<file path="src/rtl/deser160_pkg.sv">
// Shared types and constants for the deser160 DMA write path.
package deser160_pkg;

    typedef enum logic [0:0] {
        IDLE  = 1'b0,
        WRITE = 1'b1
    } dma_state_e;

    localparam int HALF_W    = 16;
    localparam int WORD_W    = 32;
    localparam int ADDR_STEP = 4;

    // First-arriving half-word lands in the low half of the packed word.
    function automatic logic [WORD_W-1:0] pack_words(input logic [HALF_W-1:0] hi,
                                                     input logic [HALF_W-1:0] lo);
        return {hi, lo};
    endfunction

endpackage

</file>
<file path="src/rtl/deser160_dma_if.sv">
// Avalon-MM-style write-master bus between the DMA and DAQ memory.
interface deser160_dma_if #(
    parameter int ADDR_W = 25
);
    logic [ADDR_W-1:0] avm_address;
    logic              avm_write;
    logic [31:0]       avm_writedata;
    logic              avm_waitrequest;

    modport master (
        output avm_address,
        output avm_write,
        output avm_writedata,
        input  avm_waitrequest
    );

    modport slave (
        input  avm_address,
        input  avm_write,
        input  avm_writedata,
        output avm_waitrequest
    );
endinterface

</file>
<file path="src/rtl/deser160_dma_fifo.sv">
// Synchronous FIFO with registered occupancy count; a push on a full FIFO
// is accepted only when a pop frees the head slot in the same cycle.
module deser160_dma_fifo #(
    parameter int DEPTH = 16,
    parameter int WIDTH = 32
) (
    input  logic                       clk,
    input  logic                       reset_n,
    input  logic                       clr,
    input  logic                       push,
    input  logic                       pop,
    input  logic [WIDTH-1:0]           din,
    output logic [WIDTH-1:0]           dout,
    output logic                       full,
    output logic                       empty,
    output logic [$clog2(DEPTH):0]     level
);
    localparam int AW = $clog2(DEPTH);

    logic [WIDTH-1:0] mem_q [DEPTH];
    logic [AW-1:0]    wptr_q, wptr_d, rptr_q, rptr_d;
    logic [AW:0]      count_q, count_d;
    logic             do_push_s, do_pop_s;

    assign full      = (count_q == (AW+1)'(DEPTH));
    assign empty     = (count_q == (AW+1)'(0));
    assign level     = count_q;
    assign dout      = mem_q[rptr_q];
    assign do_pop_s  = pop & ~empty;
    assign do_push_s = push & (~full | do_pop_s);

    // Pointer and occupancy next-state.
    always_comb begin
        wptr_d  = wptr_q;
        rptr_d  = rptr_q;
        count_d = count_q;
        if (clr) begin
            wptr_d  = AW'(0);
            rptr_d  = AW'(0);
            count_d = (AW+1)'(0);
        end else begin
            if (do_push_s) begin
                wptr_d = wptr_q + AW'(1);
            end else begin
                wptr_d = wptr_q;
            end
            if (do_pop_s) begin
                rptr_d = rptr_q + AW'(1);
            end else begin
                rptr_d = rptr_q;
            end
            case ({do_push_s, do_pop_s})
                2'b10:   count_d = count_q + (AW+1)'(1);
                2'b01:   count_d = count_q - (AW+1)'(1);
                default: count_d = count_q;
            endcase
        end
    end

    // Pointer and count registers.
    always_ff @(posedge clk or negedge reset_n) begin
        if (!reset_n) begin
            wptr_q  <= AW'(0);
            rptr_q  <= AW'(0);
            count_q <= (AW+1)'(0);
        end else begin
            wptr_q  <= wptr_d;
            rptr_q  <= rptr_d;
            count_q <= count_d;
        end
    end

    // Storage array; contents are only meaningful below the count.
    always_ff @(posedge clk) begin
        if (do_push_s && !clr) begin
            mem_q[wptr_q] <= din;
        end
    end

endmodule

</file>
<file path="src/rtl/deser160_dma.sv">
// Packs 16-bit deserializer words into 32-bit words and writes them to a
// memory ring. Optional statistics ports under `DESER160_DMA_STATS_EN.
module deser160_dma
    import deser160_pkg::*;
#(
    parameter int FIFO_DEPTH = 16,
    parameter int ADDR_W     = 25
) (
    input  logic              clk,
    input  logic              reset_n,
    input  logic              start,
    input  logic              enable,
    input  logic              flush,
    input  logic [ADDR_W-1:0] base_addr,
    input  logic [ADDR_W-1:0] top_addr,
    input  logic              din_write,
    input  logic [HALF_W-1:0] din,
    deser160_dma_if.master    avm,
    output logic [ADDR_W-1:0] wr_ptr,
    output logic              overflow,
    output logic              busy
`ifdef DESER160_DMA_STATS_EN
    ,
    output logic [15:0]       drop_count,
    output logic [31:0]       word_count
`endif
);
    localparam int LW = $clog2(FIFO_DEPTH) + 1;

    dma_state_e        state_q, state_d;
    logic [HALF_W-1:0] low_q, low_d;
    logic              half_q, half_d;
    logic              abort_q, abort_d;
    logic              overflow_q, overflow_d;
    logic [ADDR_W-1:0] wr_ptr_q, wr_ptr_d;
    logic [ADDR_W-1:0] avm_address_q, avm_address_d;
    logic              avm_write_q, avm_write_d;
    logic [WORD_W-1:0] avm_writedata_q, avm_writedata_d;

    logic              in_word_s, push_s, pop_s, drop_s, complete_s;
    logic [WORD_W-1:0] push_data_s, fifo_dout_s;
    logic              fifo_full_s, fifo_empty_s;
    logic [LW-1:0]     fifo_level_s;
    logic [ADDR_W-1:0] ptr_adv_s;

    assign in_word_s  = din_write & enable & ~start;
    assign complete_s = (state_q == WRITE) & ~avm.avm_waitrequest;
    // A transfer interrupted by start finishes but must not reload from the cleared FIFO.
    assign pop_s      = ~fifo_empty_s & ~start &
                        ((state_q == IDLE) | (complete_s & ~abort_q));
    assign drop_s     = push_s & fifo_full_s & ~pop_s;
    assign ptr_adv_s  = (wr_ptr_q == top_addr) ? base_addr
                                               : wr_ptr_q + ADDR_W'(ADDR_STEP);

    deser160_dma_fifo #(
        .DEPTH (FIFO_DEPTH),
        .WIDTH (WORD_W)
    ) u_fifo (
        .clk     (clk),
        .reset_n (reset_n),
        .clr     (start),
        .push    (push_s),
        .pop     (pop_s),
        .din     (push_data_s),
        .dout    (fifo_dout_s),
        .full    (fifo_full_s),
        .empty   (fifo_empty_s),
        .level   (fifo_level_s)
    );

    // Half-word packer and flush padding.
    always_comb begin
        low_d       = low_q;
        half_d      = half_q;
        push_s      = 1'b0;
        push_data_s = {WORD_W{1'b0}};
        if (start) begin
            half_d = 1'b0;
        end else if (in_word_s && half_q) begin
            push_s      = 1'b1;
            push_data_s = pack_words(din, low_q);
            half_d      = 1'b0;
        end else if (in_word_s && flush) begin
            push_s      = 1'b1;
            push_data_s = pack_words(16'h0000, din);
        end else if (in_word_s) begin
            low_d  = din;
            half_d = 1'b1;
        end else if (flush && half_q) begin
            push_s      = 1'b1;
            push_data_s = pack_words(16'h0000, low_q);
            half_d      = 1'b0;
        end else begin
            half_d = half_q;
        end
    end

    // FSM state register.
    always_ff @(posedge clk or negedge reset_n) begin
        if (!reset_n) begin
            state_q <= IDLE;
        end else begin
            state_q <= state_d;
        end
    end

    // FSM next state.
    always_comb begin
        state_d = state_q;
        case (state_q)
            IDLE:    state_d = pop_s ? WRITE : IDLE;
            WRITE: begin
                if (complete_s) begin
                    state_d = pop_s ? WRITE : IDLE;
                end else begin
                    state_d = WRITE;
                end
            end
            default: state_d = IDLE;
        endcase
    end

    // FSM outputs: master bus, ring pointer, abort and overflow flags.
    always_comb begin
        wr_ptr_d        = wr_ptr_q;
        avm_address_d   = avm_address_q;
        avm_write_d     = avm_write_q;
        avm_writedata_d = avm_writedata_q;
        abort_d         = abort_q;
        if (complete_s) begin
            avm_write_d = 1'b0;
            abort_d     = 1'b0;
            wr_ptr_d    = abort_q ? wr_ptr_q : ptr_adv_s;
        end else begin
            abort_d = abort_q;
        end
        if (pop_s) begin
            avm_write_d     = 1'b1;
            avm_address_d   = wr_ptr_d;
            avm_writedata_d = fifo_dout_s;
        end else begin
            avm_address_d = avm_address_q;
        end
        if (start) begin
            wr_ptr_d = base_addr;
            if ((state_q == WRITE) && !complete_s) begin
                abort_d = 1'b1;
            end else begin
                abort_d = 1'b0;
            end
        end else begin
            wr_ptr_d = wr_ptr_d;
        end
        overflow_d = start ? 1'b0 : (overflow_q | drop_s);
    end

    // Datapath registers.
    always_ff @(posedge clk or negedge reset_n) begin
        if (!reset_n) begin
            low_q           <= {HALF_W{1'b0}};
            half_q          <= 1'b0;
            abort_q         <= 1'b0;
            overflow_q      <= 1'b0;
            wr_ptr_q        <= {ADDR_W{1'b0}};
            avm_address_q   <= {ADDR_W{1'b0}};
            avm_write_q     <= 1'b0;
            avm_writedata_q <= {WORD_W{1'b0}};
        end else begin
            low_q           <= low_d;
            half_q          <= half_d;
            abort_q         <= abort_d;
            overflow_q      <= overflow_d;
            wr_ptr_q        <= wr_ptr_d;
            avm_address_q   <= avm_address_d;
            avm_write_q     <= avm_write_d;
            avm_writedata_q <= avm_writedata_d;
        end
    end

    assign avm.avm_address   = avm_address_q;
    assign avm.avm_write     = avm_write_q;
    assign avm.avm_writedata = avm_writedata_q;
    assign wr_ptr            = wr_ptr_q;
    assign overflow          = overflow_q;
    assign busy              = (fifo_level_s != {LW{1'b0}}) | avm_write_q | half_q;

`ifdef DESER160_DMA_STATS_EN
    logic [15:0] drop_count_q, drop_count_d;
    logic [31:0] word_count_q, word_count_d;

    // Drop counter saturates; write counter wraps.
    always_comb begin
        drop_count_d = drop_count_q;
        word_count_d = word_count_q;
        if (start) begin
            drop_count_d = 16'h0000;
            word_count_d = 32'h0000_0000;
        end else begin
            if (drop_s && (drop_count_q != 16'hFFFF)) begin
                drop_count_d = drop_count_q + 16'h0001;
            end else begin
                drop_count_d = drop_count_q;
            end
            if (complete_s) begin
                word_count_d = word_count_q + 32'h0000_0001;
            end else begin
                word_count_d = word_count_q;
            end
        end
    end

    // Statistics registers.
    always_ff @(posedge clk or negedge reset_n) begin
        if (!reset_n) begin
            drop_count_q <= 16'h0000;
            word_count_q <= 32'h0000_0000;
        end else begin
            drop_count_q <= drop_count_d;
            word_count_q <= word_count_d;
        end
    end

    assign drop_count = drop_count_q;
    assign word_count = word_count_q;
`endif

endmodule

</file>
<file path="src/flat_wrapper.sv">
// flat-port wrapper written by rule: the top's interface ports become plain ports
module deser160_dma_flat import deser160_pkg::*;
#(
    parameter int FIFO_DEPTH = 16,
    parameter int ADDR_W     = 25
)
  (clk, reset_n, start, enable, flush, base_addr, top_addr, din_write, din, wr_ptr, overflow, busy, avm_avm_address, avm_avm_write, avm_avm_writedata, avm_avm_waitrequest);
  deser160_dma_if #(.ADDR_W(ADDR_W)) avm_i ();
  input  logic clk;
  input  logic reset_n;
  input  logic start;
  input  logic enable;
  input  logic flush;
  input  logic [ADDR_W-1:0] base_addr;
  input  logic [ADDR_W-1:0] top_addr;
  input  logic din_write;
  input  logic [HALF_W-1:0] din;
  output logic [ADDR_W-1:0] wr_ptr;
  output logic overflow;
  output logic busy;
  output wire logic [$bits(avm_i.avm_address)-1:0] avm_avm_address;
  output wire logic [$bits(avm_i.avm_write)-1:0] avm_avm_write;
  output wire logic [$bits(avm_i.avm_writedata)-1:0] avm_avm_writedata;
  input wire logic [$bits(avm_i.avm_waitrequest)-1:0] avm_avm_waitrequest;
  assign avm_avm_address = avm_i.avm_address;
  assign avm_avm_write = avm_i.avm_write;
  assign avm_avm_writedata = avm_i.avm_writedata;
  assign avm_i.avm_waitrequest = avm_avm_waitrequest;
  deser160_dma #(.FIFO_DEPTH(FIFO_DEPTH), .ADDR_W(ADDR_W)) u_core (.clk(clk), .reset_n(reset_n), .start(start), .enable(enable), .flush(flush), .base_addr(base_addr), .top_addr(top_addr), .din_write(din_write), .din(din), .avm(avm_i), .wr_ptr(wr_ptr), .overflow(overflow), .busy(busy));
endmodule
</file>
<file path="config.mk">
export PLATFORM = sky130hd
export DESIGN_NAME = deser160_dma_flat
export DESIGN_NICKNAME = d
export VERILOG_FILES = /design/src/rtl/deser160_pkg.sv /design/src/rtl/deser160_dma_if.sv /design/src/rtl/deser160_dma_fifo.sv /design/src/rtl/deser160_dma.sv /design/src/flat_wrapper.sv
export SDC_FILE = /design/constraint.sdc
export NUM_CORES = 1
export LEC_CHECK = 0
export CORE_MARGIN = 2
export CORE_UTILIZATION = 28
export CTS_BUF_LIST = sky130_fd_sc_hd__clkbuf_8 sky130_fd_sc_hd__clkbuf_16
export DETAILED_ROUTE_END_ITERATION = 6
export GPL_ROUTABILITY_DRIVEN = 0
export PLACE_DENSITY_LB_ADDON = 0.3
export SKIP_CTS_REPAIR_TIMING = 1
export SLEW_MARGIN = 10
export SYNTH_ARGS = -nofsm -noshare
export SYNTH_HDL_FRONTEND = slang
export SYNTH_HIERARCHICAL = 1
export SYNTH_SLANG_ARGS = --single-unit
</file>
<file path="constraint.sdc">
create_clock -name clk -period 6.75 [get_ports clk]
set_input_delay 1.35 -clock clk [delete_from_list [all_inputs] [get_ports clk]]
set_output_delay 1.35 -clock clk [all_outputs]
set_load 0.02 [all_outputs]
</file>
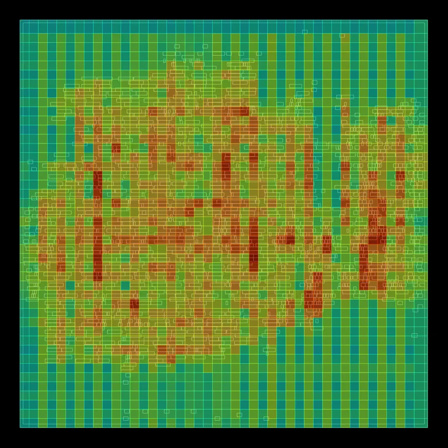
(congestion heat map)
GRT Max-Usage Layer: met2
met1 usage in global routing: 0.2078

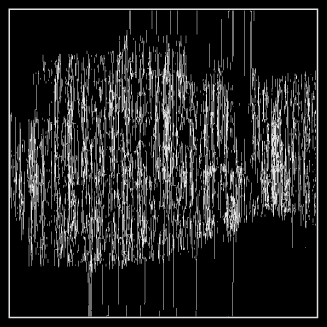
(signal wires on met2)
Drawn at 1 px/um.
The layer holds 46% of the routed length. The longest straight run is 100 um. The layer carries 31.8 mm of wire.

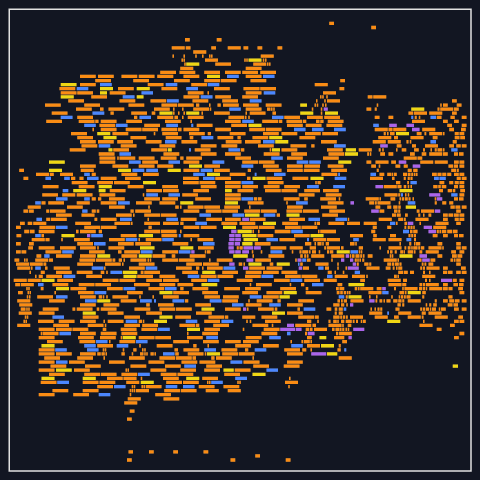
(sizing map)
Drawn at 1.5 px/um.
Key: _3 and _4 cells = purple [cells 56]; _6 and larger = yellow [cells 98]; _0 and _1 cells = orange [cells 1361]; _2 cells = blue [cells 175]

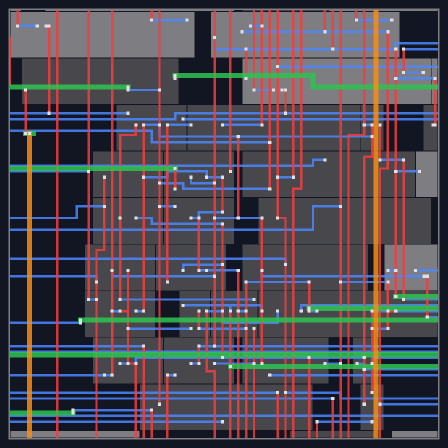
(zoomed window)
Region (141, 141) to (166, 166) um. Cells in gray, sequential cells in the stronger gray; small squares are vias.
Key: metal 2 = red; metal 1 = blue; metal 3 = green; metal 4 = orange
Netlist names of flops here include u_core/u_fifo/mem_q (3). Most frequent: nor2_4 (10), buf_16 (4). 28 logic cells have their middle in the window. Sequential cells in the window: 3.

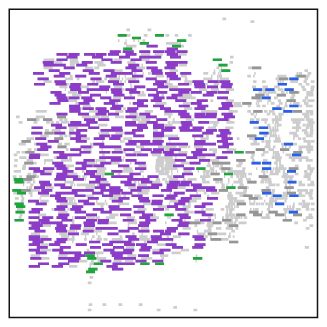
(register map, names as in the netlist)
Drawn at 1 px/um. Other sequential cells in the stronger gray, the rest of the logic in the fainter gray.
Key: u_core/avm.avm_writedata = green [sequential cells 32, where all over the die]; u_core/wr_ptr = blue [sequential cells 25]; u_core/u_fifo/mem_q = purple [sequential cells 512]
Another 59 sequential cells are not colored.

==> out/qor.txt <==
clk latency late pin: 0.62 ns
NonClk Buf Share: 0.06240
Post-synth EDFFs: 512
maximum vdd drop: 0.2504 mV
dominant register cell: edfxtp_1
P_int: 7.008 mW
setup tns final: 0 ns
fill count: 8564
worst setup path end: u_core/u_fifo/level[4]
Synth Warn #: 6
clock power share: 0.388
CTS tree: built
status: finished clean
drt pass-1 iters: 5
sequential cell count: 628
Commonest Layout Cell: edfxtp_1
met2 wire len: 31.80 mm
Max-area cell class: flip-flops and latches
num tapcells: 1186
Clock-cell share: 0.07074
worst hold stages: 2
Critical Path RT: 7.20 ns
Clock Skew: 0.02760 ns
nonclk buf count: 180
WP buf/inv: 4
DR DRC count: 0
GR Layer Usage met3: 0.03246
switching share of power: 0.2543
initial DRC count: 1289
initial antenna violation count: 3
cell usage after synthesis (9+ instances only):
library cell / count / share of area
and2_1: 19 / 0.0046
mux2_4: 11 / 0.0064
o21ai_0: 17 / 0.0033
a22o_1: 16 / 0.0055
dfrtp_1: 116 / 0.11
nor2_1: 43 / 0.0063
nand3_1: 18 / 0.0035
a21oi_1: 18 / 0.0035
inv_1: 14 / 0.0020
xor2_1: 36 / 0.012
o21ai_1: 13 / 0.0025
mux4_2: 128 / 0.11
xnor2_1: 13 / 0.0044
nand2_1: 173 / 0.025
clkbuf_1: 45 / 0.0066
nor3_1: 19 / 0.0037
mux2i_1: 18 / 0.0070
edfxtp_1: 512 / 0.60
mux2_2: 22 / 0.0097
buf_2: 21 / 0.0041
a22oi_1: 65 / 0.019
ha_1: 9 / 0.0044
per-stage QoR:
step	area (um2)	worst slack [ns]	total power, mW
final	31060	2.236	9.398
after global placement	28610	1.777	5.847
after CTS	30860	2.287	9.525
after global routing	31050	1.991	9.763
after floorplan	25670	2.119	5.180
after detailed placement	28660	1.670	5.860
cells by family (layout without fill, tap and decap cells):
family	count (synthesis)	in the layout	share of synthesized area
buffers and inverters	95	318	0.01701
adder cells (fa/ha/maj)	10	10	0.005166
flip-flops	628	628	0.7120
AND/OR/NAND/NOR	328	328	0.06429
AND-OR/OR-AND	177	177	0.04903
other	0	3	0
XOR/XNOR	49	49	0.01672
multiplexers	180	180	0.1358
power by group through the flow:
stage                     sequential [mW]  combinational, mW  clock, mW
after CTS                            4.58               1.21       3.74
after global routing                 4.60               1.28       3.89
after detailed placement             4.66               1.20          0
after global placement               4.65               1.20          0
after floorplan                      4.79              0.388          0
final                                4.57               1.19       3.64
Power is estimated from default activity; no workload was simulated.
